Fig. 1: run 1, clock routing
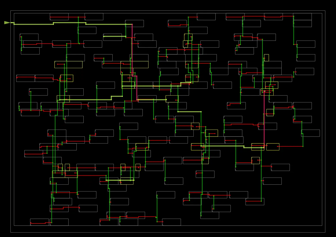
Fig. 2: run 1, clock network drawn from the DEF
Scale: 4 px per um.
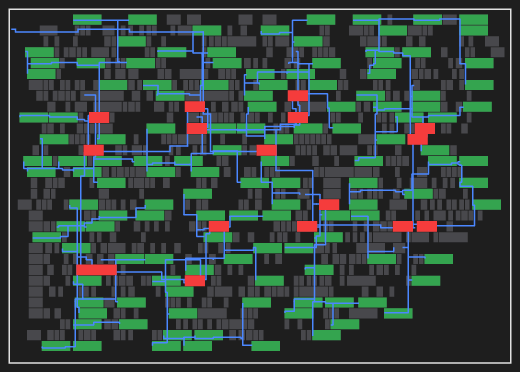
Fig. 3: run 1, cell classes on the final placement
Scale: 3 px per um. Fill, decap, tap and diode cells in grey.
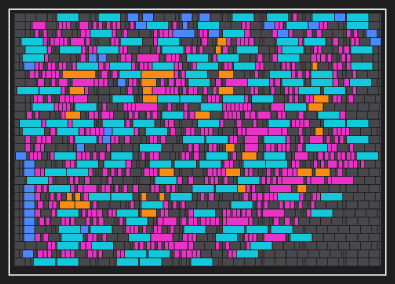
==> config.mk <==
export PLATFORM = sky130hd
export DESIGN_NAME = trachtenberg_pipe_mul
export DESIGN_NICKNAME = d
export VERILOG_FILES = /design/src/rtl/trachtenberg_pkg.sv /design/src/rtl/trachtenberg_pipe_mul_if.sv /design/src/rtl/trachtenberg_column_stage.sv /design/src/rtl/trachtenberg_pipe_mul.sv
export SDC_FILE = /design/constraint.sdc
export NUM_CORES = 1
export LEC_CHECK = 0
export ABC_AREA = 1
export CORE_ASPECT_RATIO = 0.7
export CORE_UTILIZATION = 50
export CTS_BUF_LIST = sky130_fd_sc_hd__clkbuf_8
export DETAILED_ROUTE_END_ITERATION = 6
export PLACE_DENSITY = 0.64
export SKIP_LAST_GASP = 1
export SYNTH_ARGS = -nofsm -noshare
export SYNTH_HDL_FRONTEND = slang
export SYNTH_SLANG_ARGS = --single-unit
==> constraint.sdc <==
create_clock -name iclk -period 2.8 [get_ports iclk]
set_clock_uncertainty 0.05 [all_clocks]
set_input_delay 0.42 -clock iclk [delete_from_list [all_inputs] [get_ports iclk]]
set_output_delay 0.42 -clock iclk [all_outputs]
set_load 0.005 [all_outputs]
==> results.sh, run 1 <==
# implementation run metrics
export IMPL_synthAdderAreaFrac_pct=8.08
export IMPL_largest_register_ffs=46
export IMPL_grt_pass1_wl_um=17800
export IMPL_lay_top_count="nor2_1"
export IMPL_cp_required_ns=3.07
export IMPL_wl_per_cell_um=11.9
export IMPL_routed_via_density=4.82
export IMPL_grt_overflow=0
export IMPL_yosysUniqueCellTypes=20
export IMPL_worst_slack_ns=0.249
export IMPL_muxShareOfSynthArea_pct=0
export IMPL_max_cap_violations=0
export IMPL_io_pins=26
export IMPL_comb_power_uw=188
export IMPL_whs_ns=0.410
export IMPL_setup_violations=0
export IMPL_crit_path_top_delay_cell="fa_1"
export IMPL_fin_area_mm2=0.00599
export IMPL_seq_area_frac_synth_pct=49.5
export IMPL_syn_nets=737
export IMPL_area_growth_pct=13.2
export IMPL_yosysCellCount=696
export IMPL_cts_resized=0
export IMPL_tightest_slew_ns=0.579
export IMPL_drt_wl_total_um=10200
export IMPL_post_route_min_period_ns=2.55
export IMPL_reg2reg_slack_ns=0.25
export IMPL_path_cells="nand2_1 > fa_1 > fa_1 > inv_1 > ha_1 > inv_1 > fa_1 > inv_1 > o21ai_0 > nor2_1"
export IMPL_cts_buffers=17
export IMPL_ff2ff_path_depth=10
export IMPL_gp_congestion=0.763
export IMPL_grt_antenna_before_repair=0
export IMPL_outcome="finished, final reports clean"
export IMPL_drive_gt1_share_pct=5.91
export IMPL_fin_nets=757
export IMPL_pre_cts_ws_ns=0.211
export IMPL_hpwl_um=7490
Notes on Fig. 1 above:
clock network power: 1.51 mW
clk ins delay skew pair: 0.42 ns
flip-flops: 131

Notes on Fig. 2 above:
Key: clock-net drivers = red [count 17]; clock wires = blue [length 1520 um]; flip-flops = green [count 131]
Position of the flops: widely spread.
clock network power share: 41.4%

Notes on Fig. 3 above:
Key: remaining logic cells = magenta [cells 533, share of their area 43%]; clock drivers and dummy loads = orange [cells 31, share of their area 6.4%]; sequential cells = cyan [cells 131, share of their area 45%]; remaining buffers and delay cells = blue [cells 33, share of their area 5.5%]
num rows: 31
core area: 0.0103 mm2

## run 1: cells in the mapped netlist
cell type  number  share of area, %
buf_4           4              0.57
nand3b_1        1              0.14
inv_1          55               3.9
nor2_1        240                17
inv_2           1             0.071
clkinv_1        2              0.14
xnor2_1         2              0.33
buf_1           1             0.071
buf_2           8              0.76
buf_6           2              0.43
fa_1           12               4.5
o21ai_0       111                10
nand3_1         3              0.28
nand2_1        74               5.2
ha_1           15               3.5
xor2_1          1              0.17
nand2_2         2              0.24
a21oi_1        14               1.3
clkbuf_1       17               1.2
dfxtp_1       131                50
## run 1: cell families (layout without fill, tap and decap cells)
| group | count (synthesis) | count (layout) |
|---|---|---|
| adders and majority gates | 27 | 27 |
| buffers and inverters | 90 | 122 |
| DFF | 131 | 131 |
| and+or+nand+nor | 320 | 320 |
| xor gates and xnor gates | 3 | 3 |
| AOI/OAI and AO/OA | 125 | 125 |
## run 1: layer usage
layer | vias to the layer above | routed length, um | GRT usage, %
met5 | - | 0 | 0
met4 | 0 | 54 | 5.32
met3 | 4 | 369 | 6.17
met2 | 59 | 4130 | 31.0
met1 | 1873 | 5630 | 29.1
li1 | 2211 | - | -
## run 1: critical path, delay by kind of cell (launching register included)
kind	cells	cell delay (ns)
and+or+nand+nor	2	0.13
DFF	1	0.35
adders and majority gates	4	1.62
buffers and inverters	3	0.16
AOI/OAI and AO/OA	1	0.14
## run 1: area by class of cell
class | count | area (um2)
flip-flops and latches | 131 | 2620
clock buffers | 17 | 234
fillers | 993 | 4330
inverters | 58 | 218
clock inverters | 14 | 140
repair buffers | 33 | 318
well taps | 132 | 165
multi-input cells | 475 | 2290
## Run 2: what changed since run 1
--- a/config.mk
+++ b/config.mk
@@ -11,7 +11,7 @@
 export CTS_BUF_LIST = sky130_fd_sc_hd__clkbuf_8
 export DETAILED_ROUTE_END_ITERATION = 6
 export PLACE_DENSITY = 0.64
-export SKIP_LAST_GASP = 1
+export SETUP_SLACK_MARGIN = 0.15
 export SYNTH_ARGS = -nofsm -noshare
 export SYNTH_HDL_FRONTEND = slang
 export SYNTH_SLANG_ARGS = --single-unit
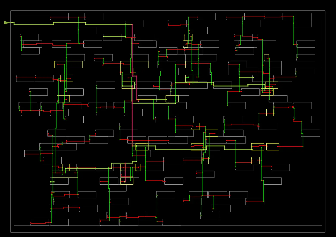
Fig. 4. Clock routing (run 2).
Clock Sinks: 131
CTS buffer count: 17
clk ins delay skew pair: 0.43 ns
CLK BUF: 17

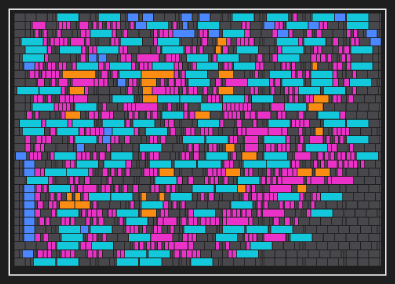
Fig. 5. Cell classes on the final placement (run 2).
Scale: 3 px per um. Fill, decap, tap and diode cells in grey.
Key: remaining buffers and delay cells = blue [cells 33, share of their area 5.4%]; clock drivers and dummy loads = orange [cells 31, share of their area 6.4%]; remaining logic cells = magenta [cells 533, share of their area 43%]; sequential cells = cyan [cells 131, share of their area 45%]
flop share of the area: 43.8%
fin util: 58.1%
cell area after layout: 0.00600 mm2

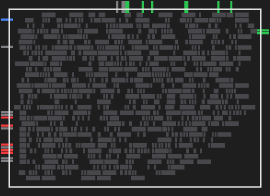
Fig. 6. Pin map (run 2).
Scale: 2 px per um. Pins as bars across the die edge, other pins in grey.
Key: `iclk` = blue [pins 1, direction input, edge west]; `ib` = red [pins 5, direction input, edge west]; `ores` = green [pins 10, direction output, edge 8 north, 2 east]
All pins by edge: 13 west, 11 north, 2 east.
PortBufs: 25
Die H: 88.1 um

==> results.sh, run 2 <==
# implementation run metrics
export IMPL_outcome="finished, final reports clean"
export IMPL_seq_area_frac_synth_pct=49.5
export IMPL_use_met2_pct=31.0
export IMPL_grt_antenna_before_repair=0
export IMPL_met1Wirelength_um=5640
export IMPL_cts_resized=0
export IMPL_synth_top_cell_by_area="dfxtp_1"
export IMPL_ys_top_cells_by_area="dfxtp_1 50%, nor2_1 17%, o21ai_0 10%, nand2_1 5.2%, fa_1 4.5%"
export IMPL_routed_via_density=4.83
export IMPL_reg2reg_slack_ns=0.28
export IMPL_area_growth_pct=13.3
export IMPL_grt_busiest_layer="met2"
export IMPL_io_pins=26
export IMPL_synth_most_common_cell="nor2_1"
export IMPL_use_met3_pct=6.17
export IMPL_synth_top_area_share_pct=49.5
export IMPL_fp_coreArea_mm2=0.0103
export IMPL_met3WireLength_um=407
export IMPL_wl_per_cell_um=11.9
export IMPL_ff2ff_path_depth=10
export IMPL_largest_register_ffs=46
export IMPL_flop_cell="dfxtp_1"
export IMPL_yosysUniqueCellTypes=20
export IMPL_setup_violations=0
export IMPL_async_flop_share_pct=0
export IMPL_crit_buf_inv=3
export IMPL_drive_gt1_share_pct=6.59
export IMPL_synthTopCellsByCount="240 x nor2_1, 131 x dfxtp_1, 111 x o21ai_0"
export IMPL_wl_met2_um=4110
export IMPL_fp_row_count=31
export IMPL_yosysCellCount=696
export IMPL_post_route_min_period_ns=2.52
export IMPL_max_cap_violations=0
export IMPL_hpwl_um=7490
export IMPL_path_cells="nand2_1 > fa_1 > fa_1 > inv_1 > ha_2 > inv_1 > fa_1 > inv_1 > o21ai_0 > nor2_1"
export IMPL_grt_overflow=0
export IMPL_use_met1_pct=29.1
export IMPL_lay_top_count="nor2_1"
run 2: kinds of logic after synthesis:
group	share of synthesized area, %
AND-OR/OR-AND	11.8
XOR/XNOR	0.496
flip-flops	49.5
buffers and inverters	7.14
adder cells (fa/ha/maj)	8.08
AND/OR/NAND/NOR	22.9
run 2: final cells by class:
| cell class | count | area (um2) |
|---|---|---|
| fill | 991 | 4320 |
| timing repair buffer | 33 | 318 |
| clock buffer | 17 | 234 |
| multi-input combinational | 475 | 2300 |
| inverter | 58 | 218 |
| clock inverter | 14 | 140 |
| tap | 132 | 165 |
| sequential | 131 | 2630 |
run 2: worst reg2reg max path, delay by kind of cell (launching register included):
kind / cells / cell delay (ns)
compound gates: 1 / 0.14
fa+ha+maj: 4 / 1.61
buf+inv: 3 / 0.16
flops: 1 / 0.34
simple gates: 2 / 0.12
run 2: power breakdown:
group | internal (mW) | switching [mW] | total (mW) | leakage, nW
sequential | 1.92 | 0.0324 | 1.95 | 1.07
clock | 0.781 | 0.734 | 1.51 | 0.191
combinational | 0.0752 | 0.113 | 0.188 | 1.31
run 2: stage by stage:
stage	total power, mW	hold slack (ns)	setup slack [ns]	utilization (%)	cells
6_report	3.65	0.410	0.285	58.1	860
3_5_place_dp	2.18	0.402	0.211	54.4	829
5_1_grt	3.82	0.431	0.169	58.1	860
3_3_place_gp	2.18	0.401	0.277	54.4	829
2_1_floorplan	2.12	0.383	0.343	-	696
4_1_cts	3.69	0.413	0.227	58.1	860
Power is estimated from default activity; no workload was simulated.
